`src/rtl/ball_paddle_ctrl.sv`:
```
// ball_paddle_ctrl: once-per-frame paddle/ball physics with serve, bounce, miss and lives; define PADDLE_ENGLISH_EN to let the paddle hit zone steer the ball
module ball_paddle_ctrl #(
  parameter int BALL_SIZE    = 7,
  parameter int BALL_SPEED   = 2,
  parameter int PADDLE_W     = 100,
  parameter int PADDLE_Y     = 440,
  parameter int PADDLE_SPEED = 4,
  parameter int LIVES        = 3,
  parameter int MISS_FRAMES  = 60
) (
  input  logic       CLK_25MH,
  input  logic       reset,
  input  logic [9:0] hor_count,
  input  logic [9:0] ver_count,
  input  logic       btn_left,
  input  logic       btn_right,
  input  logic       launch,
  output logic [9:0] paddle_pos,
  output logic [9:0] ball_x,
  output logic [9:0] ball_y,
  output logic [2:0] lives,
  output logic       life_lost,
  output logic       game_over
);
  localparam int CW = $clog2(MISS_FRAMES + 1);
  localparam logic [10:0] BS = 11'(BALL_SIZE);
  localparam logic [10:0] BH = 11'(BALL_SIZE / 2);
  localparam logic [10:0] BV = 11'(BALL_SPEED);
  localparam logic [10:0] PW = 11'(PADDLE_W);
  localparam logic [10:0] PW3 = 11'(PADDLE_W / 3);
  localparam logic [10:0] PW23 = 11'(2 * PADDLE_W / 3);
  localparam logic [10:0] PY = 11'(PADDLE_Y);
  localparam logic [10:0] PV = 11'(PADDLE_SPEED);
  localparam logic [10:0] P_MAX = 11'(640 - PADDLE_W);
  localparam logic [10:0] X_MAX = 11'(639 - BALL_SIZE);
  localparam logic [10:0] Y_MISS = 11'(479 - BALL_SIZE);
  localparam logic [10:0] SERVE_OFF = 11'(PADDLE_W / 2 - (BALL_SIZE + 1) / 2);
  localparam logic [9:0] SERVE_Y = 10'(PADDLE_Y - BALL_SIZE - 1);
  localparam logic [9:0] HOME_P = 10'((640 - PADDLE_W) / 2);
  localparam logic [9:0] HOME_X = 10'((640 - PADDLE_W) / 2 + PADDLE_W / 2 - (BALL_SIZE + 1) / 2);
  typedef enum logic [1:0] {SERVE, PLAY, MISS, GAME_OVER} state_t;
  state_t state;
  logic [1:0] left_s, right_s, launch_s;
  logic frame_tick, dx, dy;
  logic [CW-1:0] miss_cnt;
  logic [10:0] px, bx, by;
  logic [9:0] pad_nx, serve_x, bx_nx, by_nx;
  logic go_l, go_r, wall_l, wall_r, top, hit, missed, dx_nx, dy_nx;
  // Next paddle position and next ball motion for the coming tick (dx/dy high = right/down)
  always_comb begin
    px = {1'b0, paddle_pos};
    bx = {1'b0, ball_x};
    by = {1'b0, ball_y};
    go_l = left_s[1] && !right_s[1];
    go_r = right_s[1] && !left_s[1];
    pad_nx = go_l ? (px < PV ? 10'd0 : 10'(px - PV)) : go_r ? (px + PV > P_MAX ? P_MAX[9:0] : 10'(px + PV)) : paddle_pos;
    serve_x = 10'({1'b0, pad_nx} + SERVE_OFF);
    wall_r = dx && bx + BV >= X_MAX;
    wall_l = !dx && bx < BV;
    top = !dy && by < BV;
    hit = dy && by + BS + BV >= PY && by <= PY && bx + BS >= px && bx <= px + PW;
    missed = dy && !hit && by + BV >= Y_MISS;
    bx_nx = wall_r ? X_MAX[9:0] : wall_l ? 10'd0 : 10'(dx ? bx + BV : bx - BV);
    by_nx = top ? 10'd0 : hit ? SERVE_Y : 10'(dy ? by + BV : by - BV);
    dy_nx = top || (dy && !hit);
`ifdef PADDLE_ENGLISH_EN
    dx_nx = (wall_r || wall_l) ? !dx : !hit ? dx : bx + BH < px + PW3 ? 1'b0 : bx + BH >= px + PW23 ? 1'b1 : dx;
`else
    dx_nx = dx ^ (wall_r || wall_l);
`endif
  end
  // Two-flop synchronisers for the raw buttons and the start-of-vblank frame strobe
  always_ff @(posedge CLK_25MH or posedge reset)
    if (reset) begin
      left_s <= '0;
      right_s <= '0;
      launch_s <= '0;
      frame_tick <= 1'b0;
    end else begin
      left_s <= {left_s[0], btn_left};
      right_s <= {right_s[0], btn_right};
      launch_s <= {launch_s[0], launch};
      frame_tick <= hor_count == 10'd0 && ver_count == 10'd480;
    end
  // Game state machine: paddle, ball, lives and flags advance once per frame tick
  always_ff @(posedge CLK_25MH or posedge reset)
    if (reset) begin
      state <= SERVE;
      paddle_pos <= HOME_P;
      ball_x <= HOME_X;
      ball_y <= SERVE_Y;
      dx <= 1'b1;
      dy <= 1'b0;
      lives <= 3'(LIVES);
      life_lost <= 1'b0;
      game_over <= 1'b0;
      miss_cnt <= '0;
    end else begin
      life_lost <= 1'b0;
      if (frame_tick && state != GAME_OVER) begin
        paddle_pos <= pad_nx;
        case (state)
          SERVE: begin
            ball_x <= serve_x;
            ball_y <= SERVE_Y;
            if (launch_s[1]) begin
              state <= PLAY;
              dx <= 1'b1;
              dy <= 1'b0;
            end
          end
          PLAY:
            if (missed) begin
              life_lost <= 1'b1;
              lives <= lives - 3'd1;
              game_over <= lives == 3'd1;
              state <= lives == 3'd1 ? GAME_OVER : MISS;
            end else begin
              ball_x <= bx_nx;
              ball_y <= by_nx;
              dx <= dx_nx;
              dy <= dy_nx;
            end
          MISS:
            if (miss_cnt == CW'(MISS_FRAMES - 1)) begin
              miss_cnt <= '0;
              ball_x <= serve_x;
              ball_y <= SERVE_Y;
              dx <= 1'b1;
              dy <= 1'b0;
              state <= SERVE;
            end else begin
              miss_cnt <= miss_cnt + 1'b1;
            end
          default: ;
        endcase
      end
    end
endmodule

```
`config.mk`:
```
export PLATFORM = sky130hd
export DESIGN_NAME = ball_paddle_ctrl
export DESIGN_NICKNAME = d
export VERILOG_FILES = /design/src/rtl/ball_paddle_ctrl.sv
export SDC_FILE = /design/constraint.sdc
export NUM_CORES = 1
export LEC_CHECK = 0
export ABC_AREA = 1
export CAP_MARGIN = 40
export CORE_MARGIN = 2
export CORE_UTILIZATION = 55
export CTS_CLUSTER_SIZE = 40
export DETAILED_ROUTE_END_ITERATION = 8
export GPL_TIMING_DRIVEN = 0
export PLACE_DENSITY_LB_ADDON = 0.08
export SYNTH_ARGS = -nofsm -noshare
export SYNTH_HDL_FRONTEND = slang
export SYNTH_SLANG_ARGS = --single-unit
```
`constraint.sdc`:
```
create_clock -name CLK_25MH -period 5.1 [get_ports CLK_25MH]
set_input_delay 0.51 -clock CLK_25MH [delete_from_list [all_inputs] [get_ports CLK_25MH]]
set_output_delay 0.51 -clock CLK_25MH [all_outputs]
set_load 0.01 [all_outputs]
```
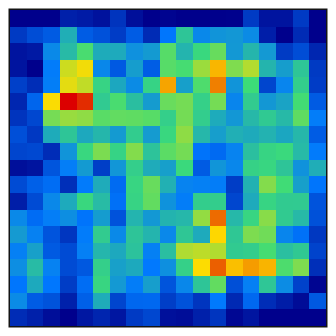
run_1/metal_density.png
19 x 19 tiles, from dark blue (low) to red (high), scaled to the fullest tile. Values are wire area over tile area, all layers added.
fullest tile = 0.66
densest ninth of the die = centre
tiles over half the peak = 17%
total wire length: 12400 um
via count: 4741
global router's overall resource usage: 28.4%
Wirelength per Cell: 14.6 um

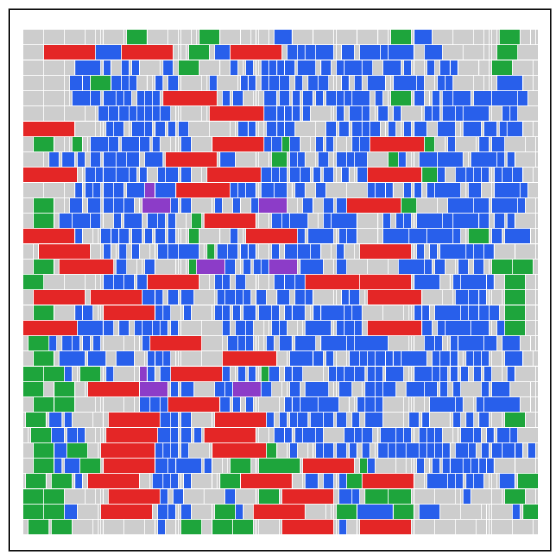
run_1/placement_by_type.png
Fill, decap, tap and diode cells in grey.
red -> sequential cells  # cells 51, share of their area 24%
purple -> clock drivers and dummy loads  # cells 8, share of their area 1.7%
green -> remaining buffers and delay cells  # cells 77, share of their area 13%
blue -> combinational and other logic  # cells 610, share of their area 61%
area of the placeable core: 8220 sq um
cell row count: 33
flip-flop and latch share of the layout cell area: 23.7%

==> run summary, run 1 <==
Implementation progress

The filler cells instantiated in the layout total 729. The maximum VDD drop stands at 0.129 mV. The die span in y stands at 95.9 um. The last weighted congestion value of the routability-driven placer stands at 1.01.

Counting only logic cells after layout, the most numerous master is nand2_1. The number of nets still failing antenna checks after routing stands at 0. The H-tree generated during clock tree synthesis spans 2 levels. The area of the die stands at 9200 sq um. The first-pass GRT wire length stands at 20700 um.

Per the final report, max-transition violations number 0. The max-slew headroom at the worst pin stands at 65.9%. Per the timing report, the achievable frequency comes out to 309 MHz. The via count of the first global-routing pass came to 4544. STA puts the critical path data arrival time at 3.46 ns. The internal power contribution stands at 549 uW. The floorplan die width stands at 95.9 um. Among all flip-flop cells after synthesis, the most frequent one is dfrtp_1. After detailed routing, the number of vias per cell comes to 5.57. Clock skew on the completed layout was measured at 0.00986 ns. The fraction of final layout cells with drive strength greater than 1 stands at 10.6%. At the pin with the least slew margin, the transition time is 0.511 ns. After the last flow step, the layout net total stands at 803. The synthesized design contains 51 register bits. The final setup TNS stands at 0 ns.

The run finished with clean final reports. STA classifies the critical path startpoint as a flop. The tightest min-delay check is of the flop to flop type. Summed over all cells, the static leakage comes to 0.00266 uW. The area share of the largest cell type after synthesis stands at 18.8%.

Counting the warning lines in the Yosys log gives 0. The number of clock sinks stands at 51. Of the total power, combinational logic draws 9.9%.

The buffer depth of the longest clock path stands at 2. Per the finish-stage timing summary, setup violations number 0. STA classifies the critical path endpoint as a flop. Of the synthesized area, sequential elements account for 27.9%. The number of hold violations in the final report stands at 0.

After synthesis the cells add up to 4650 sq um. TritonCTS built the clock tree. Looking at the reg2reg group, the worst path starts from ball_x[1]. Compared with the post-synthesis result, the final layout area differs by 17.7%. The count of routing violations after the opening detailed-route iteration stands at 276. The critical path in this run is classified as flop to flop. Leaving out fill and tap cells, the most frequent cells in the layout are nand2_1 (136), inv_1 (89), nor2_1 (64). The fraction of registers with async set or reset after synthesis stands at 100%.

OpenSTA lists the critical path startpoint as ball_x[1]. The power report shows net switching accounting for 23.9% of the total. The clock network power share stands at 33.5%.

Looking at the clock tree report, the root buffer type is clkbuf_8. The sum of internal, switching and leakage power stands at 721 uW. Setup repair after global routing left no endpoint under its margin. Detailed placement ended at an HPWL of 9810 um.
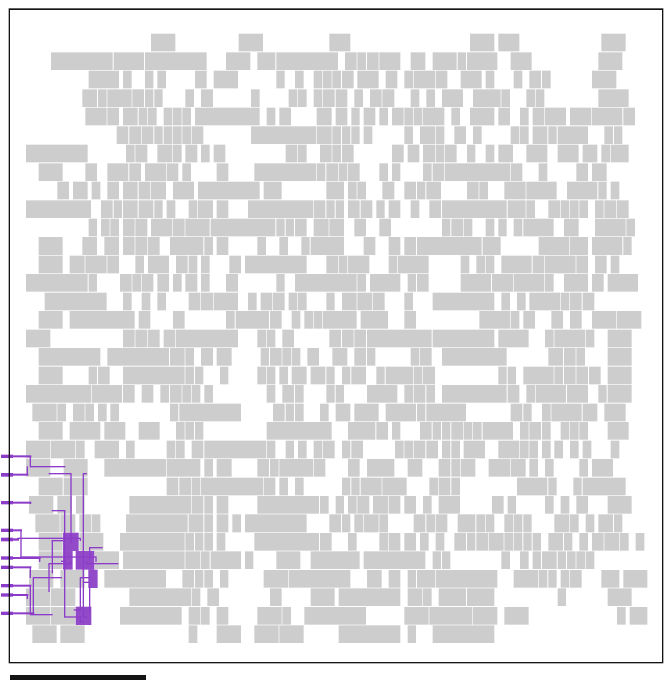
run_1/io_fan.png
Scale bar: 20 um.
purple -> ver_count  # bits 10, direction input, end cells 5, buffers 10, wire 168 um
total of buffers placed on input and output ports: 58
io pins: 60

==> run 1: critical path: stages (launching register included) <==
cell	delay, ns
dfrtp_1	0.52
inv_1	0.21
ha_1	0.29
nand2_1	0.09
nand2_1	0.09
nor2_1	0.17
xor2_1	0.18
inv_1	0.07
ha_1	0.28
nand2_1	0.06
nor2_1	0.04
a211oi_1	0.20
nor2_1	0.08
nor2_1	0.08
nand3_1	0.16
nand4_1	0.17
nand3_1	0.23
o21ai_1	0.21
==> run 1: worst min-delay path by stage <==
stage / startpoint / end / slack, ns / depth (start not counted)
CTS: left_s[0] / left_s[1] / 0.37 / 0
floorplan: launch_s[0] / launch_s[1] / 0.33 / 0
finish: left_s[0] / left_s[1] / 0.36 / 0
detailed placement: left_s[0] / left_s[1] / 0.34 / 0
global placement: left_s[0] / left_s[1] / 0.33 / 0
global route: left_s[0] / left_s[1] / 0.37 / 0
==> run 1: layout make-up <==
class / count / area, sq um / area share (%)
timing repair buffer: 59 / 601 / 11.0
clock inverter: 1 / 5.00 / 0.0915
sequential: 51 / 1300 / 23.7
clock buffer: 7 / 86.3 / 1.58
multi-input combinational: 510 / 2860 / 52.3
inverter: 100 / 380 / 6.95
tap: 105 / 131 / 2.40
buffer: 18 / 109 / 1.99
==> run 1: registers in the layout (all words and copies together), names as in the netlist <==
register    count
miss_cnt        6
left_s          2
life_lost       1
right_s         2
launch_s        2
dx              1
ball_y          9
lives           3
game_over       1
frame_tick      1
ball_x         10
dy              1
state           2
paddle_pos     10
==> run 1: power groups by stage <==
stage	Sequential [uW]	Combinational (uW)	Clock, uW
after floorplan	415	40.0	0
after global placement	415	68.1	0
after detailed placement	415	71.9	0
after CTS	408	72.0	247
after global routing	408	80.3	264
final	408	71.7	242
==> run 1: Yosys cell counts (2+ instances only) <==
library cell	instances
nor2_1	64
o21ai_0	61
nor4_1	7
nand3_4	2
buf_2	5
inv_2	7
nor2_4	4
inv_1	90
nand3_1	51
a21oi_1	39
nand2_2	12
nor3_1	12
dfrtp_1	35
clkinv_1	2
o21ai_1	3
buf_4	5
nand4_1	14
a21boi_1	2
xor2_1	29
a31oi_1	4
ha_1	33
o22ai_1	10
clkbuf_1	5
dfstp_2	16
nand3_2	6
nor2_2	5
nand2_1	136
buf_6	2
or2_1	2
==> run 1: stage by stage <==
stage               util (%)  cell area [sq um]  instances
finish                  66.6               5470        851
global route            66.6               5470        851
CTS                     66.6               5470        851
detailed placement      65.5               5380        843
global placement        65.2               5360        842
floorplan                  -               4650        679
==> run 1: routing by layer <==
| layer | track usage [%] | up-vias | part of all wire (%) |
|---|---|---|---|
| met5 | 0 | - | 0 |
| met1 | 36.8 | 2189 | 43 |
| met2 | 51.9 | 174 | 51 |
| met4 | 5.00 | 0 | 0.85 |
| met3 | 2.82 | 13 | 5.5 |
| li1 | - | 2365 | - |
==> run 1: logic make-up (layout without fill, tap and decap cells) <==
kind of cell / after synthesis / count (layout) / synth area share [%]
buf+inv: 118 / 185 / 10.5
other cells: 1 / 1 / 0.0807
simple gates: 319 / 319 / 32.0
mux: 1 / 1 / 0.215
xor+xnor: 30 / 30 / 5.65
flops: 51 / 51 / 27.9
fa+ha+maj: 33 / 33 / 8.89
compound gates: 126 / 126 / 14.7
==> inputs of run 2 (changes only) <==
--- a/config.mk
+++ b/config.mk
@@ -8,7 +8,7 @@
 export ABC_AREA = 1
 export CAP_MARGIN = 40
 export CORE_MARGIN = 2
-export CORE_UTILIZATION = 55
+export CORE_UTILIZATION = 51
 export CTS_CLUSTER_SIZE = 40
 export DETAILED_ROUTE_END_ITERATION = 8
 export GPL_TIMING_DRIVEN = 0
==> constraint.sdc (replaced) <==
create_clock -name CLK_25MH -period 2.9 [get_ports CLK_25MH]
set_input_delay 0.29 -clock CLK_25MH [delete_from_list [all_inputs] [get_ports CLK_25MH]]
set_output_delay 0.29 -clock CLK_25MH [all_outputs]
set_load 0.01 [all_outputs]
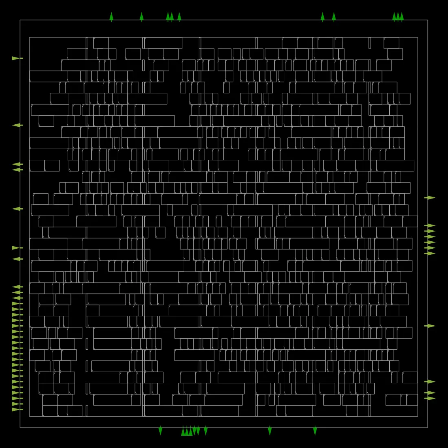
run_2/placement.png
flip-flop and latch share of the layout cell area: 22.1%
count of sequential standard cells: 51
end-of-flow core utilization: 66.9%

==> run summary, run 2 <==
Implementation progress

The biggest cell delay along the critical path stands at 0.58 ns. The final layout contains routed wiring with a total length of 13300 um. In this run the layout overhead on the synthesized area is reported as 26.1%. The count of routing violations after the opening detailed-route iteration stands at 255.

TritonCTS built the clock tree. The non-filler instance count after layout stands at 878. The buffer depth of the longest clock path stands at 2. The count of buffers inserted at the top-level ports stands at 58. The part of the Yosys area used for sequential elements stands at 27.9%.

The flow ran to the end, and the final reports show no timing, DRC or antenna violations. The detail route stage leaves a number of antenna-violating nets equal to 0. The clock arrives with 0.0148 ns of skew.

In this run the clock root is driven by a clkbuf_8. The top-level I/O count stands at 60. Checking hold timing, the worst path is listed with class input pin to asynchronous set/reset pin. The highest supply drop recorded on VDD is 0.209 mV.

For this run, the post-layout net count is 827. The total of fill cells in the finished design stands at 750. The global-route total usage across every layer stands at 26.1%. Ranked by instance count, the synthesized netlist is headed by nand2_1 (136), inv_1 (90), nor2_1 (64).

Traced cell by cell, the critical path runs through buf_2 -> nand4_1 -> nor3_1 -> xor2_1 -> ha_1 -> a21oi_1 -> o211ai_1 -> nor2_1 -> nand3_2 -> nand4_1 -> buf_4 -> nand3_4 -> o21ai_1. The first-pass GRT wire length stands at 21100 um. Looking at the critical path, the single cell with the biggest stage delay is dfstp_2. Along the critical path, the tally of buffer and inverter instances is 2. The worst setup path is captured at a flop. In the layout the commonest cells are nand2_1 (128), inv_1 (85), nor2_1 (60).

The core region area stands at 8760 sq um. Detailed placement finished with a half-perimeter wire length of 10000 um. The routed via count stands at 4928. TritonRoute output was used to compute an average wire per cell of 15.1 um. Hold-check failures listed in the final report amount to 0.

The area share of the largest cell type after synthesis stands at 18.8%. The final report lists the setup-violating endpoint count as 0. The combined area of all synthesized cells stands at 4650 sq um. The fraction of registers with async set or reset after synthesis stands at 100%. In the post-synthesis netlist, the cell with the most instances is nand2_1. The area of the die stands at 9890 sq um. The via count of the first global-routing pass stands at 4555.

The synthesis report names the predominant flop master as dfrtp_1. Per the placement report, the placed cell count is 846. The warning count from the yosys run stands at 0.

The kind of cell with the highest combined delay along the critical path is simple AND/OR/NAND/NOR gates. The setup path with the least slack is of type flop to flop. The wire length on met1 stands at 5560 um. Routability-driven placement finished with a final weighted congestion of 0.934. The arrival time of data at the critical path endpoint stands at 3.02 ns. The length of routed met3 wiring stands at 758 um. The highest metal layer carrying signal wires in the routed design is met4. The fraction of final layout cells with drive strength greater than 1 stands at 17.7%. Synthesis inferred 51 register bits.
-- run 2: layout make-up --
class	count	area, sq um	share of cell area (%)
Sequential cell	51	1300	22.1
Clock buffer	6	82.6	1.41
Timing Repair Buffer	83	793	13.5
Tap cell	108	135	2.31
Inverter	100	395	6.74
Buffer	18	109	1.86
Clock inverter	2	16.3	0.277
Multi-Input combinational cell	510	3030	51.7
-- run 2: where the power goes --
group	leakage [uW]	switching, uW	internal, uW
Clock	0.0000474	252	196
Combinational	0.00214	70.2	57.4
Sequential	0.000639	1.60	716
-- run 2: worst register-to-register path, stage by stage, from the launching register on --
cell and delay [ns]:
dfstp_2 0.58, buf_2 0.20, nand4_1 0.19, nor3_1 0.23
xor2_1 0.18, ha_1 0.28, a21oi_1 0.14, o211ai_1 0.10
nor2_1 0.12, nand3_2 0.13, nand4_1 0.16, buf_4 0.14
nand3_4 0.11, o21ai_1 0.16
-- run 2: routing by layer --
metal / vias up / global-route usage (%)
li1: 2407 / -
met4: 0 / 9.27
met3: 26 / 3.58
met5: - / 0
met2: 187 / 45.6
met1: 2308 / 33.1
-- run 2: through the flow --
step / TNS, ns / area (sq um) / total power, uW / utilization (%)
floorplan: 0 / 4650 / 800 / -
global placement: -0.849 / 5360 / 849 / 61.2
detailed placement: -1.03 / 5380 / 856 / 61.4
CTS: 0 / 5530 / 1300 / 63.0
global route: -0.121 / 5860 / 1340 / 66.9
finish: 0 / 5860 / 1290 / 66.9
-- run 2: cells by family after synthesis --
group / count (synthesis) / synth area share, %
DFF: 51 / 27.9
and+or+nand+nor: 319 / 32.0
AOI/OAI and AO/OA: 126 / 14.7
adders and majority gates: 33 / 8.89
xor gates and xnor gates: 30 / 5.65
buffers and inverters: 118 / 10.5
muxes: 1 / 0.215
other: 1 / 0.0807
-- run 2: worst paths after layout --
check / from / end / depth (start not counted)
worst max-delay path: ball_x[5] / ball_y[1] / 13
worst min-delay path: reset / ball_y[3] / 2
worst max register to register: ball_x[5] / ball_y[1] / 13
worst min register to register: launch_s[0] / launch_s[1] / 0
max in group asynchronous: reset / ball_y[4] / 3
min in group CLK_25MH: launch_s[0] / launch_s[1] / 0
-- run 2: what timing repair did --
item | 4_1_cts | 5_1_grt
buffers inserted | 5 | 19
gates resized | 3 | 46
setup endpoints to repair | 10 | 11
pin swaps | 0 | 23
endpoints found under the hold margin | 0 | 0
Power is estimated from default activity; no workload was simulated.
